### config.mk
export PLATFORM = sky130hd
export DESIGN_NAME = mc_control
export DESIGN_NICKNAME = d
export VERILOG_FILES = /design/src/rtl/mc_control_pkg.sv /design/src/rtl/mc_control_alu_decode.sv /design/src/rtl/mc_control.sv
export SDC_FILE = /design/constraint.sdc
export NUM_CORES = 1
export LEC_CHECK = 0
export CAP_MARGIN = 5
export CORE_MARGIN = 5
export CORE_UTILIZATION = 32
export DETAILED_ROUTE_END_ITERATION = 6
export SYNTH_ARGS = -nofsm -noshare
export SYNTH_HDL_FRONTEND = slang
export SYNTH_SLANG_ARGS = --single-unit
### constraint.sdc
create_clock -name clk -period 4.4 [get_ports clk]
set_input_delay 0.88 -clock clk [delete_from_list [all_inputs] [get_ports clk]]
set_output_delay 0.88 -clock clk [all_outputs]
set_load 0.01 [all_outputs]
### src/rtl/mc_control_pkg.sv
// Shared constants for the multicycle MIPS control path: state encodings,
// opcode/funct values and ALU operation codes.
package mc_control_pkg;

   localparam logic [3:0] S_FETCH  = 4'd0;
   localparam logic [3:0] S_DECODE = 4'd1;
   localparam logic [3:0] S_MEMADR = 4'd2;
   localparam logic [3:0] S_MEMRD  = 4'd3;
   localparam logic [3:0] S_MEMWB  = 4'd4;
   localparam logic [3:0] S_MEMWR  = 4'd5;
   localparam logic [3:0] S_EXEC   = 4'd6;
   localparam logic [3:0] S_RWB    = 4'd7;
   localparam logic [3:0] S_BRANCH = 4'd8;
   localparam logic [3:0] S_IEXEC  = 4'd9;
   localparam logic [3:0] S_IWB    = 4'd10;
   localparam logic [3:0] S_JUMP   = 4'd11;

   localparam logic [5:0] OP_RTYPE = 6'b000000;
   localparam logic [5:0] OP_LW    = 6'b100011;
   localparam logic [5:0] OP_SW    = 6'b101011;
   localparam logic [5:0] OP_BEQ   = 6'b000100;
   localparam logic [5:0] OP_ADDI  = 6'b001000;
   localparam logic [5:0] OP_ANDI  = 6'b001100;
   localparam logic [5:0] OP_ORI   = 6'b001101;
   localparam logic [5:0] OP_J     = 6'b000010;

   localparam logic [5:0] F_ADD = 6'b100000;
   localparam logic [5:0] F_SUB = 6'b100010;
   localparam logic [5:0] F_AND = 6'b100100;
   localparam logic [5:0] F_OR  = 6'b100101;
   localparam logic [5:0] F_SLT = 6'b101010;

   localparam logic [2:0] ALU_AND = 3'b000;
   localparam logic [2:0] ALU_OR  = 3'b001;
   localparam logic [2:0] ALU_ADD = 3'b010;
   localparam logic [2:0] ALU_SUB = 3'b110;
   localparam logic [2:0] ALU_SLT = 3'b111;

   function automatic logic opcode_legal(input logic [5:0] op);
      case (op)
         OP_RTYPE, OP_LW, OP_SW, OP_BEQ,
         OP_ADDI, OP_ANDI, OP_ORI, OP_J: opcode_legal = 1'b1;
         default:                         opcode_legal = 1'b0;
      endcase
   endfunction

endpackage

### src/rtl/mc_control_alu_decode.sv
// Combinational ALU control: maps (state, opcode, funct) to the ALU op code,
// immediate extension mode and an unsupported-funct flag.
module alu_decode
   import mc_control_pkg::*;
(
   input  logic [3:0] state_i,
   input  logic [5:0] opcode_i,
   input  logic [5:0] funct_i,
   output logic [2:0] alu_op_o,
   output logic       zero_ext_o,
   output logic       funct_illegal_o
);

   always_comb begin
      alu_op_o        = ALU_ADD;
      zero_ext_o      = 1'b0;
      funct_illegal_o = 1'b0;
      case (state_i)
         S_EXEC: begin
            case (funct_i)
               F_ADD:   alu_op_o = ALU_ADD;
               F_SUB:   alu_op_o = ALU_SUB;
               F_AND:   alu_op_o = ALU_AND;
               F_OR:    alu_op_o = ALU_OR;
               F_SLT:   alu_op_o = ALU_SLT;
               default: funct_illegal_o = 1'b1;
            endcase
         end
         S_BRANCH: alu_op_o = ALU_SUB;
         S_IEXEC: begin
            case (opcode_i)
               OP_ANDI: begin
                  alu_op_o   = ALU_AND;
                  zero_ext_o = 1'b1;
               end
               OP_ORI: begin
                  alu_op_o   = ALU_OR;
                  zero_ext_o = 1'b1;
               end
               default: alu_op_o = ALU_ADD;
            endcase
         end
         // Extension mode must persist into writeback with the immediate result.
         S_IWB: zero_ext_o = (opcode_i == OP_ANDI) || (opcode_i == OP_ORI);
         default: ;
      endcase
   end

endmodule

### src/rtl/mc_control.sv
// Multicycle MIPS control FSM: sequences fetch/decode/execute/memory/writeback
// over a shared datapath and counts retired instructions.
module mc_control
   import mc_control_pkg::*;
#(
   parameter int CNT_W = 32
) (
   input  logic             clk,
   input  logic             rst_n,
   input  logic [5:0]       opcode,
   input  logic [5:0]       funct,
   input  logic             zero,
   input  logic             memReady,
   output logic             pcEn,
   output logic             iorD,
   output logic             memRead,
   output logic             memWrite,
   output logic             irWrite,
   output logic             regDst,
   output logic             memToReg,
   output logic             regWrite,
   output logic             aluSrcA,
   output logic [1:0]       aluSrcB,
   output logic [2:0]       aluOp,
   output logic [1:0]       pcSrc,
   output logic             zeroExt,
   output logic             illegalOp,
   output logic [3:0]       state,
   output logic [CNT_W-1:0] instrCount
);

   logic [3:0]       state_q, state_d;
   logic [CNT_W-1:0] cnt_q, cnt_d;
   logic             retire;
   logic             funct_illegal;
   logic             pc_write, branch, mem_rd, mem_wr, ir_wr, reg_wr, op_illegal;

   alu_decode u_alu_decode (
      .state_i         (state_q),
      .opcode_i        (opcode),
      .funct_i         (funct),
      .alu_op_o        (aluOp),
      .zero_ext_o      (zeroExt),
      .funct_illegal_o (funct_illegal)
   );

   always_comb begin
      state_d = S_FETCH;
      retire  = 1'b0;
      case (state_q)
         S_FETCH:  state_d = memReady ? S_DECODE : S_FETCH;
         S_DECODE: begin
            case (opcode)
               OP_RTYPE:               state_d = S_EXEC;
               OP_LW, OP_SW:           state_d = S_MEMADR;
               OP_BEQ:                 state_d = S_BRANCH;
               OP_ADDI, OP_ANDI, OP_ORI: state_d = S_IEXEC;
               OP_J:                   state_d = S_JUMP;
               default:                state_d = S_FETCH;
            endcase
         end
         S_MEMADR: state_d = (opcode == OP_SW) ? S_MEMWR : S_MEMRD;
         S_MEMRD:  state_d = memReady ? S_MEMWB : S_MEMRD;
         S_MEMWB:  retire  = 1'b1;
         S_MEMWR: begin
            state_d = memReady ? S_FETCH : S_MEMWR;
            retire  = memReady;
         end
         S_EXEC:   state_d = funct_illegal ? S_FETCH : S_RWB;
         S_RWB:    retire  = 1'b1;
         S_BRANCH: retire  = 1'b1;
         S_IEXEC:  state_d = S_IWB;
         S_IWB:    retire  = 1'b1;
         S_JUMP:   retire  = 1'b1;
         default:  state_d = S_FETCH;
      endcase
      cnt_d = cnt_q + {{(CNT_W-1){1'b0}}, retire};
   end

   always_comb begin
      pc_write   = 1'b0;
      branch     = 1'b0;
      mem_rd     = 1'b0;
      mem_wr     = 1'b0;
      ir_wr      = 1'b0;
      reg_wr     = 1'b0;
      op_illegal = 1'b0;
      iorD       = 1'b0;
      regDst     = 1'b0;
      memToReg   = 1'b0;
      aluSrcA    = 1'b0;
      aluSrcB    = 2'b00;
      pcSrc      = 2'b00;
      case (state_q)
         S_FETCH: begin
            mem_rd   = 1'b1;
            aluSrcB  = 2'b01;
            ir_wr    = memReady;
            pc_write = memReady;
         end
         S_DECODE: begin
            aluSrcB    = 2'b11;
            op_illegal = !opcode_legal(opcode);
         end
         S_MEMADR: begin
            aluSrcA = 1'b1;
            aluSrcB = 2'b10;
         end
         S_MEMRD: begin
            mem_rd = 1'b1;
            iorD   = 1'b1;
         end
         S_MEMWB: begin
            reg_wr   = 1'b1;
            memToReg = 1'b1;
         end
         S_MEMWR: begin
            mem_wr = 1'b1;
            iorD   = 1'b1;
         end
         S_EXEC:   aluSrcA = 1'b1;
         S_RWB: begin
            reg_wr = 1'b1;
            regDst = 1'b1;
         end
         S_BRANCH: begin
            aluSrcA = 1'b1;
            pcSrc   = 2'b01;
            branch  = 1'b1;
         end
         S_IEXEC: begin
            aluSrcA = 1'b1;
            aluSrcB = 2'b10;
         end
         S_IWB:    reg_wr = 1'b1;
         S_JUMP: begin
            pcSrc    = 2'b10;
            pc_write = 1'b1;
         end
         default: ;
      endcase
   end

   // Strobes are qualified by rst_n so nothing writes while reset is held.
   assign pcEn       = rst_n & (pc_write | (branch & zero));
   assign memRead    = rst_n & mem_rd;
   assign memWrite   = rst_n & mem_wr;
   assign irWrite    = rst_n & ir_wr;
   assign regWrite   = rst_n & reg_wr;
   assign illegalOp  = rst_n & (op_illegal | funct_illegal);
   assign state      = state_q;
   assign instrCount = cnt_q;

   always_ff @(posedge clk or negedge rst_n) begin
      if (!rst_n) begin
         state_q <= S_FETCH;
         cnt_q   <= '0;
      end else begin
         state_q <= state_d;
         cnt_q   <= cnt_d;
      end
   end

endmodule

run_1/floorplan.png
Bar = 20 um. Pins as bars on the die edge.
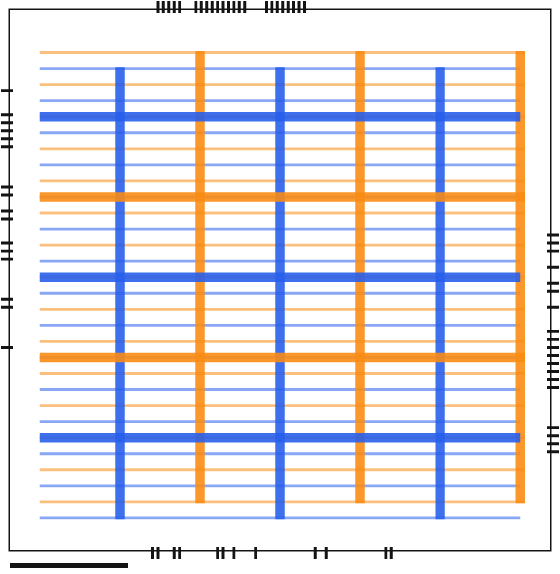
net	colour
VDD	orange
VSS	blue
met1 rails	30
signal pins	70

run_1/class_map.png
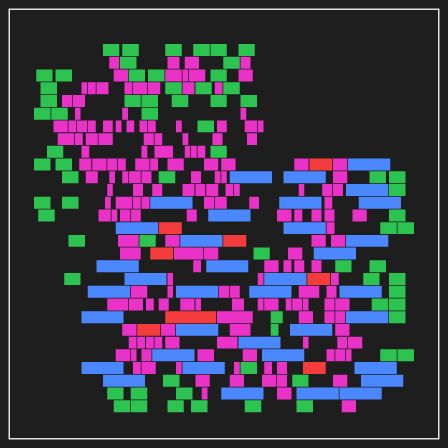
class	colour	cells	share of their area
remaining logic cells	magenta	175	41%
clock drivers and dummy loads	red	8	4.3%
registers	blue	36	31%
remaining buffers and delay cells	green	70	24%

==> run summary, run 1 <==
Critical Path Sink Type: output pin
Top FF cell, synth: dfrtp_1
Setup ws final: 673 ps
GRT met1 Usage: 0.188
Bufs on Longest Clock Path: 2
P_int: 0.777 mW
End of the worst hold path: instrCount[31]
Synthesized cell area: 0.00213 sq mm
Hold Path Stages: 1
Final wirelength: 5500 um
Worst setup path endpoint: illegalOp
CTS clk-pin slew, worst paths: 70 ps
Switch Pwr: 0.381 mW
Final worst path period need: 3730 ps
Final hold vios: 0
Sequential Power Share: 0.390
Syn_nets: 239
Hold WC Path Type: reg -> reg
Run status: finished, final reports clean
Core area: 0.00642 sq mm
PnR Total Power: 1.16 mW
CTS tree: yes
Synthesis-to-finish area growth: 41.1%
RSZ-0062 raised after global routing: false
MI comb cells: 172
Inverters: 3
First-pass GRT wire length: 9180 um
Vias per inst: 5.21
Flop area: 901 sq um
Yosys warning tally: 0
Fa+ha+maj area frac: 0.0176
I/O Pins: 70
Flops after synth: 36
Crit path max-delay family: buffers and inverters
Grt ovf: 0
Finished Layout Cells: 366
Fin util: 0.467
Setup crit start kind: primary input
WL met2: 2490 um
MUX area fraction: 0.0194
P_clk: 0.316 mW
Non-clock buffering overhead: 0.231
Via Count: 1907
Synth async-reset ratio: 1.00
Design Area, Final: 0.00300 sq mm
Worst slew pin tran: 601 ps
H-tree levels: 2
Comb area share: 0.391
Sw frac: 0.329
Layout cells sized above 1: 0.0692
# diodes: 0
Final GP Congestion: 0.869
Top cells by area, synth: dfrtp_1, xnor2_1, nand3_1
Largest stage delay, worst path: 480 ps
Synth Area in XOR/XNOR: 0.128
HP Start: instrCount[31]
FF-to-FF Start: state[2]
Peak Freq: 268 MHz
Clock Power Share: 0.273
OpenROAD warning count: 27
Most common cell on crit path: clkdlybuf4s50_1
Max reg flops: 32
Power per cell area: 386 mW/mm^2
# DRC: 0
Dominant cell type by area after synthesis: dfrtp_1
run_1/clock_wires.png
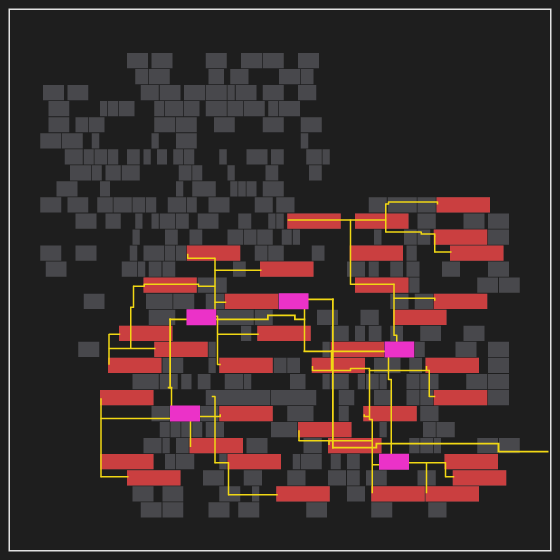
[flip-flops] red | count: 36
[clock wires] yellow | length: 483 um
[clock-net drivers] magenta | count: 5
routed clock nets	6

--- run 2 (diff from run 1) ---
- clock period: 4.4 -> 3.74 ns (I/O delays scaled with it)
run_2/congestion_map.png
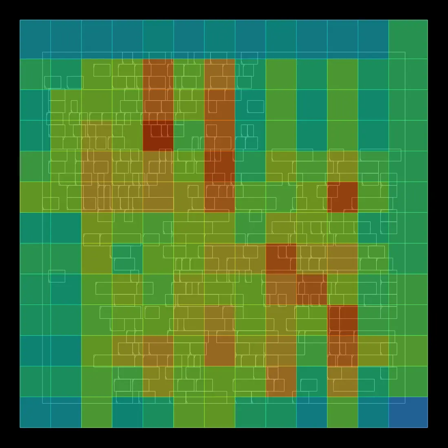
GR met3 Demand/Resource: 0.0430
met2 usage: 0.205
Most Crowded Layer GR: met2
average wire per standard cell: 14.9 um

==> run 2 against run 1 <==
Register-to-register slack got worse by 700 ps. Synthesized cell count unchanged. Total power increased by 7.6%. Die area unchanged. Via count decreased by 1.2%. Clock skew increased by 1.1 ps. Highest routed layer unchanged.
==> run summary, run 2 <==
Finished Layout Cells: 365
Grt ovf: 0
OpenROAD warning count: 27
P_int: 0.805 mW
Fin util: 0.460
Non-clock buffering overhead: 0.235
RSZ-0062 raised after global routing: false
Design Area, Final: 0.00295 sq mm
Top FF cell, synth: dfrtp_1
Largest stage delay, worst path: 480 ps
Synthesized cell area: 0.00213 sq mm
Final GP Congestion: 0.826
First-pass GRT wire length: 9090 um
Comb area share: 0.397
MUX area fraction: 0.0194
Setup crit start kind: primary input
FF-to-FF Start: state[2]
Run status: finished, final reports clean
CTS tree: yes
WL met2: 2450 um
# diodes: 0
Bufs on Longest Clock Path: 2
Setup ws final: 205 ps
Fa+ha+maj area frac: 0.0176
Peak Freq: 283 MHz
CTS clk-pin slew, worst paths: 70 ps
Flops after synth: 36
# DRC: 0
Sequential Power Share: 0.426
Synth Area in XOR/XNOR: 0.128
Synth async-reset ratio: 1.00
Worst slew pin tran: 589 ps
Final worst path period need: 3540 ps
Layout cells sized above 1: 0.0625
Switch Pwr: 0.441 mW
Vias per inst: 5.16
H-tree levels: 2
Top cells by area, synth: dfrtp_1, xnor2_1, nand3_1
Syn_nets: 239
Most common cell on crit path: clkdlybuf4s50_1
No activity file was given, so power comes from the tool's default toggle rates.
